`config.mk`:
```
export PLATFORM = sky130hd
export DESIGN_NAME = cache_axi_bridge
export DESIGN_NICKNAME = d
export VERILOG_FILES = /design/src/rtl/cache_axi_pkg.sv /design/src/rtl/cache_axi_wr_engine.sv /design/src/rtl/cache_axi_bridge.sv
export SDC_FILE = /design/constraint.sdc
export NUM_CORES = 1
export LEC_CHECK = 0
export ABC_AREA = 1
export CORE_ASPECT_RATIO = 0.5
export CORE_MARGIN = 5
export CORE_UTILIZATION = 43
export CTS_CLUSTER_SIZE = 20
export DETAILED_ROUTE_END_ITERATION = 7
export GPL_TIMING_DRIVEN = 1
export PLACE_DENSITY = 0.92
export SETUP_SLACK_MARGIN = 0.3
export SLEW_MARGIN = 20
export SYNTH_ARGS = -nofsm -noshare
export SYNTH_HDL_FRONTEND = slang
export SYNTH_SLANG_ARGS = --single-unit
```
`constraint.sdc`:
```
create_clock -name clk -period 6.2 [get_ports clk]
set_clock_uncertainty 0.1 [all_clocks]
set_input_delay 1.24 -clock clk [delete_from_list [all_inputs] [get_ports clk]]
set_output_delay 1.24 -clock clk [all_outputs]
set_load 0.02 [all_outputs]
```
`src/rtl/cache_axi_pkg.sv`:
```
// cache_axi_pkg: AXI constants, FSM encodings and line-address helper shared
// by the cache-to-AXI bridge and its write-back engine.
package cache_axi_pkg;

   localparam logic [1:0] BURST_INCR = 2'b01;
   localparam logic [2:0] SIZE_4B    = 3'b010;
   localparam logic [1:0] RESP_OKAY  = 2'b00;

   typedef enum logic [1:0] {
      R_IDLE,
      R_AR,
      R_DATA
   } rd_state_t;

   typedef enum logic [1:0] {
      W_IDLE,
      W_AW,
      W_DATA,
      W_RESP
   } wr_state_t;

   // Line number of a byte address: drops the in-line offset bits.
   function automatic logic [31:0] line_addr(input logic [31:0] addr,
                                             input int unsigned offset_bits);
      return addr >> offset_bits;
   endfunction

endpackage

```
`src/rtl/cache_axi_wr_engine.sv`:
```
// cache_axi_wr_engine: single-entry write-back line buffer that replays one
// victim line as an AXI4 INCR burst (AW, WORDS_PER_LINE W beats, B).
module cache_axi_wr_engine
   import cache_axi_pkg::*;
#(
   parameter int BYTES_PER_LINE = 16,
   parameter int WORDS_PER_LINE = BYTES_PER_LINE / 4,
   parameter int ID_WIDTH       = 4,
   parameter int WR_ID          = 1
) (
   input  logic                        clk,
   input  logic                        reset,
   input  logic                        wr_req,
   input  logic [31:0]                 wr_addr,
   input  logic [BYTES_PER_LINE*8-1:0] wr_data,
   output logic                        wr_rdy,
   output logic [31:0]                 pend_addr,
   output logic [ID_WIDTH-1:0]         awid,
   output logic [31:0]                 awaddr,
   output logic [7:0]                  awlen,
   output logic [2:0]                  awsize,
   output logic [1:0]                  awburst,
   output logic                        awvalid,
   input  logic                        awready,
   output logic [31:0]                 wdata,
   output logic [3:0]                  wstrb,
   output logic                        wlast,
   output logic                        wvalid,
   input  logic                        wready,
   input  logic                        bvalid,
   output logic                        bready
);

   localparam int unsigned OFFSET_BITS = $clog2(BYTES_PER_LINE);
   localparam int unsigned BEAT_W      = $clog2(WORDS_PER_LINE);
   localparam logic [BEAT_W-1:0] LAST_BEAT = BEAT_W'(WORDS_PER_LINE - 1);
   localparam logic [31:0] OFFSET_MASK = 32'(BYTES_PER_LINE - 1);

   wr_state_t                   state;
   wr_state_t                   state_next;
   logic [BEAT_W-1:0]           beat;
   logic [31:0]                 addr_q;
   logic [BYTES_PER_LINE*8-1:0] line_q;
   logic                        accept;

   assign accept = (state == W_IDLE) && wr_req;

   // State register, beat counter and line-aligned address capture.
   // NOTE: sequential state uses non-blocking assignments so every register
   // samples pre-edge values regardless of statement order.
   always_ff @(posedge clk or posedge reset) begin
      if (reset) begin
         state  <= W_IDLE;
         beat   <= '0;
         addr_q <= '0;
      end else begin
         state <= state_next;
         if (accept)
            addr_q <= wr_addr & ~OFFSET_MASK;
         if (state == W_AW && awready)
            beat <= '0;
         else if (wvalid && wready && beat != LAST_BEAT)
            beat <= beat + 1'b1;
      end
   end

   // Victim line capture.
   // NOTE: the line buffer is data-only and is never read before it is
   // loaded, so it has no reset and stays a plain register bank.
   always_ff @(posedge clk) begin
      if (accept)
         line_q <= wr_data;
   end

   // Next-state and channel handshake decode.
   // NOTE: every output gets a default before the case so no path leaves a
   // signal unassigned, which would otherwise infer a latch.
   always_comb begin
      state_next = state;
      wr_rdy     = 1'b0;
      awvalid    = 1'b0;
      wvalid     = 1'b0;
      wlast      = 1'b0;
      bready     = 1'b0;
      case (state)
         W_IDLE: begin
            wr_rdy = 1'b1;
            if (wr_req)
               state_next = W_AW;
         end
         W_AW: begin
            awvalid = 1'b1;
            if (awready)
               state_next = W_DATA;
         end
         W_DATA: begin
            wvalid = 1'b1;
            wlast  = (beat == LAST_BEAT);
            if (wready && beat == LAST_BEAT)
               state_next = W_RESP;
         end
         W_RESP: begin
            bready = 1'b1;
            if (bvalid)
               state_next = W_IDLE;
         end
         default: state_next = W_IDLE;
      endcase
   end

   assign wdata     = line_q[32*int'(beat) +: 32];
   assign wstrb     = 4'hF;
   assign awaddr    = addr_q;
   assign pend_addr = addr_q;
   assign awid      = ID_WIDTH'(WR_ID);
   assign awlen     = 8'(WORDS_PER_LINE - 1);
   assign awsize    = SIZE_4B;
   assign awburst   = BURST_INCR;

   // The cache must not issue a write-back while the buffer is occupied.
   a_wr_req_when_busy: assert property (@(posedge clk) disable iff (reset)
      wr_req |-> wr_rdy);

endmodule

```
`src/rtl/cache_axi_bridge.sv`:
```
// cache_axi_bridge: converts L1 line refills and write-backs into AXI4 INCR
// bursts. The read engine and RAW hazard check live here; the write-back
// engine is cache_axi_wr_engine.
// Build option CACHE_AXI_BRIDGE_RAW_CHECK_EN: when defined, only a refill to
// the same line as a pending/incoming write-back waits; otherwise every
// refill waits for the write-back to complete.
module cache_axi_bridge
   import cache_axi_pkg::*;
#(
   parameter int BYTES_PER_LINE = 16,
   parameter int WORDS_PER_LINE = BYTES_PER_LINE / 4,
   parameter int ID_WIDTH       = 4,
   parameter int RD_ID          = 0,
   parameter int WR_ID          = 1
) (
   input  logic                        clk,
   input  logic                        reset,
   // cache refill
   input  logic                        rd_req,
   input  logic [31:0]                 rd_addr,
   output logic                        rd_rdy,
   output logic                        ret_valid,
   output logic                        ret_last,
   output logic [31:0]                 ret_data,
   // cache write-back
   input  logic                        wr_req,
   input  logic [31:0]                 wr_addr,
   input  logic [BYTES_PER_LINE*8-1:0] wr_data,
   output logic                        wr_rdy,
   // AXI AR
   output logic [ID_WIDTH-1:0]         arid,
   output logic [31:0]                 araddr,
   output logic [7:0]                  arlen,
   output logic [2:0]                  arsize,
   output logic [1:0]                  arburst,
   output logic                        arvalid,
   input  logic                        arready,
   // AXI R
   input  logic [ID_WIDTH-1:0]         rid,
   input  logic [31:0]                 rdata,
   input  logic [1:0]                  rresp,
   input  logic                        rlast,
   input  logic                        rvalid,
   output logic                        rready,
   // AXI AW
   output logic [ID_WIDTH-1:0]         awid,
   output logic [31:0]                 awaddr,
   output logic [7:0]                  awlen,
   output logic [2:0]                  awsize,
   output logic [1:0]                  awburst,
   output logic                        awvalid,
   input  logic                        awready,
   // AXI W
   output logic [31:0]                 wdata,
   output logic [3:0]                  wstrb,
   output logic                        wlast,
   output logic                        wvalid,
   input  logic                        wready,
   // AXI B
   input  logic [ID_WIDTH-1:0]         bid,
   input  logic [1:0]                  bresp,
   input  logic                        bvalid,
   output logic                        bready
);

   localparam int unsigned OFFSET_BITS = $clog2(BYTES_PER_LINE);

   rd_state_t   rstate;
   rd_state_t   rstate_next;
   logic [31:0] raddr_q;
   logic [31:0] wr_pend_addr;
   logic        raw_block;
   logic        unused_resp;

   // Response codes and IDs carry no information the cache can act on.
   assign unused_resp = (rresp == RESP_OKAY) ^ (bresp == RESP_OKAY) ^ (^rid) ^ (^bid);

   cache_axi_wr_engine #(
      .BYTES_PER_LINE(BYTES_PER_LINE),
      .WORDS_PER_LINE(WORDS_PER_LINE),
      .ID_WIDTH      (ID_WIDTH),
      .WR_ID         (WR_ID)
   ) u_wr_engine (
      .clk      (clk),
      .reset    (reset),
      .wr_req   (wr_req),
      .wr_addr  (wr_addr),
      .wr_data  (wr_data),
      .wr_rdy   (wr_rdy),
      .pend_addr(wr_pend_addr),
      .awid     (awid),
      .awaddr   (awaddr),
      .awlen    (awlen),
      .awsize   (awsize),
      .awburst  (awburst),
      .awvalid  (awvalid),
      .awready  (awready),
      .wdata    (wdata),
      .wstrb    (wstrb),
      .wlast    (wlast),
      .wvalid   (wvalid),
      .wready   (wready),
      .bvalid   (bvalid),
      .bready   (bready)
   );

`ifdef CACHE_AXI_BRIDGE_RAW_CHECK_EN
   // Hold a refill only when it targets the line being written back, whether
   // already buffered or arriving this very cycle.
   assign raw_block =
      (~wr_rdy & (line_addr(rd_addr, OFFSET_BITS) == line_addr(wr_pend_addr, OFFSET_BITS))) |
      (wr_req  & (line_addr(rd_addr, OFFSET_BITS) == line_addr(wr_addr, OFFSET_BITS)));
`else
   logic unused_pend;
   assign unused_pend = ^wr_pend_addr;
   // Any write-back in flight (or starting now) holds off every refill.
   assign raw_block = ~wr_rdy | wr_req;
`endif

   // Read state register and refill address capture.
   always_ff @(posedge clk or posedge reset) begin
      if (reset) begin
         rstate  <= R_IDLE;
         raddr_q <= '0;
      end else begin
         rstate <= rstate_next;
         if (rstate == R_IDLE && rd_req && !raw_block)
            raddr_q <= rd_addr;
      end
   end

   // Read next-state and AR/R handshake decode.
   always_comb begin
      rstate_next = rstate;
      rd_rdy      = 1'b0;
      arvalid     = 1'b0;
      rready      = 1'b0;
      case (rstate)
         R_IDLE: begin
            rd_rdy = ~raw_block;
            if (rd_req && !raw_block)
               rstate_next = R_AR;
         end
         R_AR: begin
            arvalid = 1'b1;
            if (arready)
               rstate_next = R_DATA;
         end
         R_DATA: begin
            rready = 1'b1;
            if (rvalid && rlast)
               rstate_next = R_IDLE;
         end
         default: rstate_next = R_IDLE;
      endcase
   end

   assign arid      = ID_WIDTH'(RD_ID);
   assign araddr    = raddr_q;
   assign arlen     = 8'(WORDS_PER_LINE - 1);
   assign arsize    = SIZE_4B;
   assign arburst   = BURST_INCR;

   assign ret_valid = rvalid & rready;
   assign ret_last  = rlast;
   assign ret_data  = rdata;

endmodule
```
### Clock wiring as the flow saved it

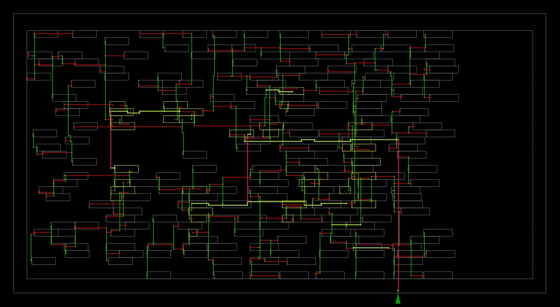
CTS Buf Count: 17
sink count of the clock tree: 194

### Layout detail

Scale bar: 10 µm. Region (87, 39) to (117, 69) µm. Cells in grey, sequential cells in the stronger grey; small squares are vias.
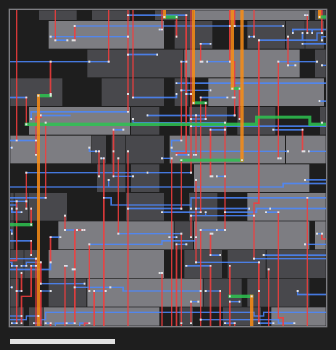
M2: drawn in red. M3: drawn in green. M4: drawn in orange. M1: drawn in blue.
Netlist names of flops here include `u_wr_engine.line_q` (11), `u_wr_engine.beat` (2). 48 logic cells have their middle in the window. Sequential cells in the window: 13. Most frequent: clkdlybuf4s50_1 (12), edfxtp_1 (11).

### M1 wires

Supply wires on this layer in grey.
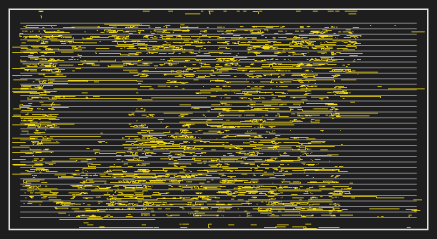
The wires run mostly horizontal. 1047 nets have wire on it. The longest straight run is 46.9 µm. The layer holds 34% of the routed length. The layer carries 7580 µm of wire.
met1 usage in global routing: 20.5%
detailed-route wire length: 22400 µm

==> run notes <==
The library cell contributing the largest single delay on the critical path was sky130_fd_sc_hd__inv_2. The global routing report lists met2 layer usage as 37.2%. Fraction of power spent switching nets: 38.4%. For this run, the slowest stage of the critical path takes 0.74 ns. Hold repair after CTS inserted 0 buffers.

After floorplanning, the core was divided into 35 placement rows. The worst setup path is captured at an output port. The script extracted a total leakage power of 4.67 nW. The logs give 1199 for the cell total after placement and 21 for the distinct cell type count after synthesis. The number of optimization iterations in the first detailed-route pass came out at 5. Per the detail_route log, met3 wirelength is 1220 µm. The worst setup path is of the flop to output port kind. The number of design rule violations left after detail routing came out at 0. The run finished with clean final reports. The H-tree generated during clock tree synthesis spans 4 levels. The worst-case max-slew headroom was logged as 31.2%.

The cell type with the highest aggregate area in the netlist was sky130_fd_sc_hd__edfxtp_1. The kind of cell with the highest combined delay along the critical path is buffers and inverters. According to the finish report, the design has a final net count of 1211. In the routed layout, each cell is associated on average with a via count of 4.88. After floorplanning, the core was sized to cover 18500 µm². The sum of negative setup slack is 0 ns. Setup repair after global routing left no endpoint under its margin. In the final report, the number of endpoints failing setup comes to 0. The number of gates resized after CTS was 0.

The count of buffering cells on the critical path with inverters included came out at 2. The total standard cell area after synthesis is 8110 µm². Looking at the power breakdown, the clock network takes 21.4% of the total. The post-route report lists met1 wire length as 7580 µm. The power group with the highest consumption was combinational logic.

The run gives 6224 for the number of global-route vias before repair. Power attributed to combinational cells is 0.00235 W. The run gives 35.6% as the share of total power in sequential cells.
placed cells by master, fill, tap and decap left out:
cell type                         netlist  final
sky130_fd_sc_hd__o21ai_2               22     22
sky130_fd_sc_hd__nand2_1              135    135
sky130_fd_sc_hd__nand3_2                1      1
sky130_fd_sc_hd__edfxtp_1             128    128
sky130_fd_sc_hd__nor2_1                72     72
sky130_fd_sc_hd__inv_2                  1      2
sky130_fd_sc_hd__clkdlybuf4s50_1        0    299
sky130_fd_sc_hd__inv_8                  0      4
sky130_fd_sc_hd__clkinv_8               0      4
sky130_fd_sc_hd__a22o_1                 1      1
sky130_fd_sc_hd__nor3_1                 2      2
sky130_fd_sc_hd__o22ai_1               32     32
sky130_fd_sc_hd__ha_1                   6      6
sky130_fd_sc_hd__inv_12                 0      3
sky130_fd_sc_hd__dfrtp_2                0      1
sky130_fd_sc_hd__dfrtp_1               66     65
sky130_fd_sc_hd__inv_6                  0      3
sky130_fd_sc_hd__buf_4                 78      9
sky130_fd_sc_hd__conb_1                 2     42
sky130_fd_sc_hd__inv_4                  0      1
sky130_fd_sc_hd__or2_2                  1      1
sky130_fd_sc_hd__o21bai_1               2      2
sky130_fd_sc_hd__nor3b_1                1      1
sky130_fd_sc_hd__bufinv_16              0      1
sky130_fd_sc_hd__clkbuf_16              0     17
sky130_fd_sc_hd__inv_1                 44     42
sky130_fd_sc_hd__o21ai_0               76     76
stage by stage:
stage / utilization, % / hold slack [ns] / worst slack [ns] / power, W
2_1_floorplan: - / 0.467 / 2.72 / 0.00328
3_3_place_gp: 58.9 / 0.363 / 2.25 / 0.00424
3_5_place_dp: 58.9 / 0.368 / 2.26 / 0.00434
4_1_cts: 62.4 / 0.387 / 1.99 / 0.00553
5_1_grt: 62.4 / 0.410 / 1.83 / 0.00577
6_report: 62.4 / 0.385 / 2.11 / 0.00548
area by class of cell:
class	count	area (µm²)
well taps	259	324
fillers	1360	6950
clock inverters	15	215
flip-flops and latches	194	5500
repair buffers	308	3060
clock buffers	17	425
multi-input cells	393	1840
inverters	45	171
worst reg2reg max path: cells and delay by family, from the launching register on:
family	cells	cell delay, ns
simple gates	1	0.06
buf+inv	4	1.39
fa+ha+maj	1	0.23
flops	1	0.40
logic make-up (layout without fill, tap and decap cells):
logic type	Yosys count	after routing	synth area share (%)
flops	194	194	67.8
simple gates	212	212	10.0
compound gates	133	133	9.83
other cells	2	42	0.0926
fa+ha+maj	6	6	0.926
buf+inv	152	385	11.4
worst paths after layout:
| check | from | to | cells past startpoint | slack (ns) |
|---|---|---|---|---|
| max | u_wr_engine.beat[0]$_DFFE_PP0P_ | wdata[15] | 4 | 2.11 |
| min | araddr[14]$_DFFE_PP0P_ | araddr[14]$_DFFE_PP0P_ | 2 | 0.39 |
| max reg2reg | u_wr_engine.state[1]$_DFFE_PP0P_ | u_wr_engine.line_q[21]$_DFFE_PP_ | 6 | 3.58 |
| min reg2reg | araddr[14]$_DFFE_PP0P_ | araddr[14]$_DFFE_PP0P_ | 2 | 0.39 |
| min in group asynchronous | reset | u_wr_engine.awaddr[9]$_DFFE_PP0P_ | 3 | 1.30 |
| max in group asynchronous | reset | u_wr_engine.beat[0]$_DFFE_PP0P_ | 3 | 4.11 |
Power and IR drop assume default switching activity.
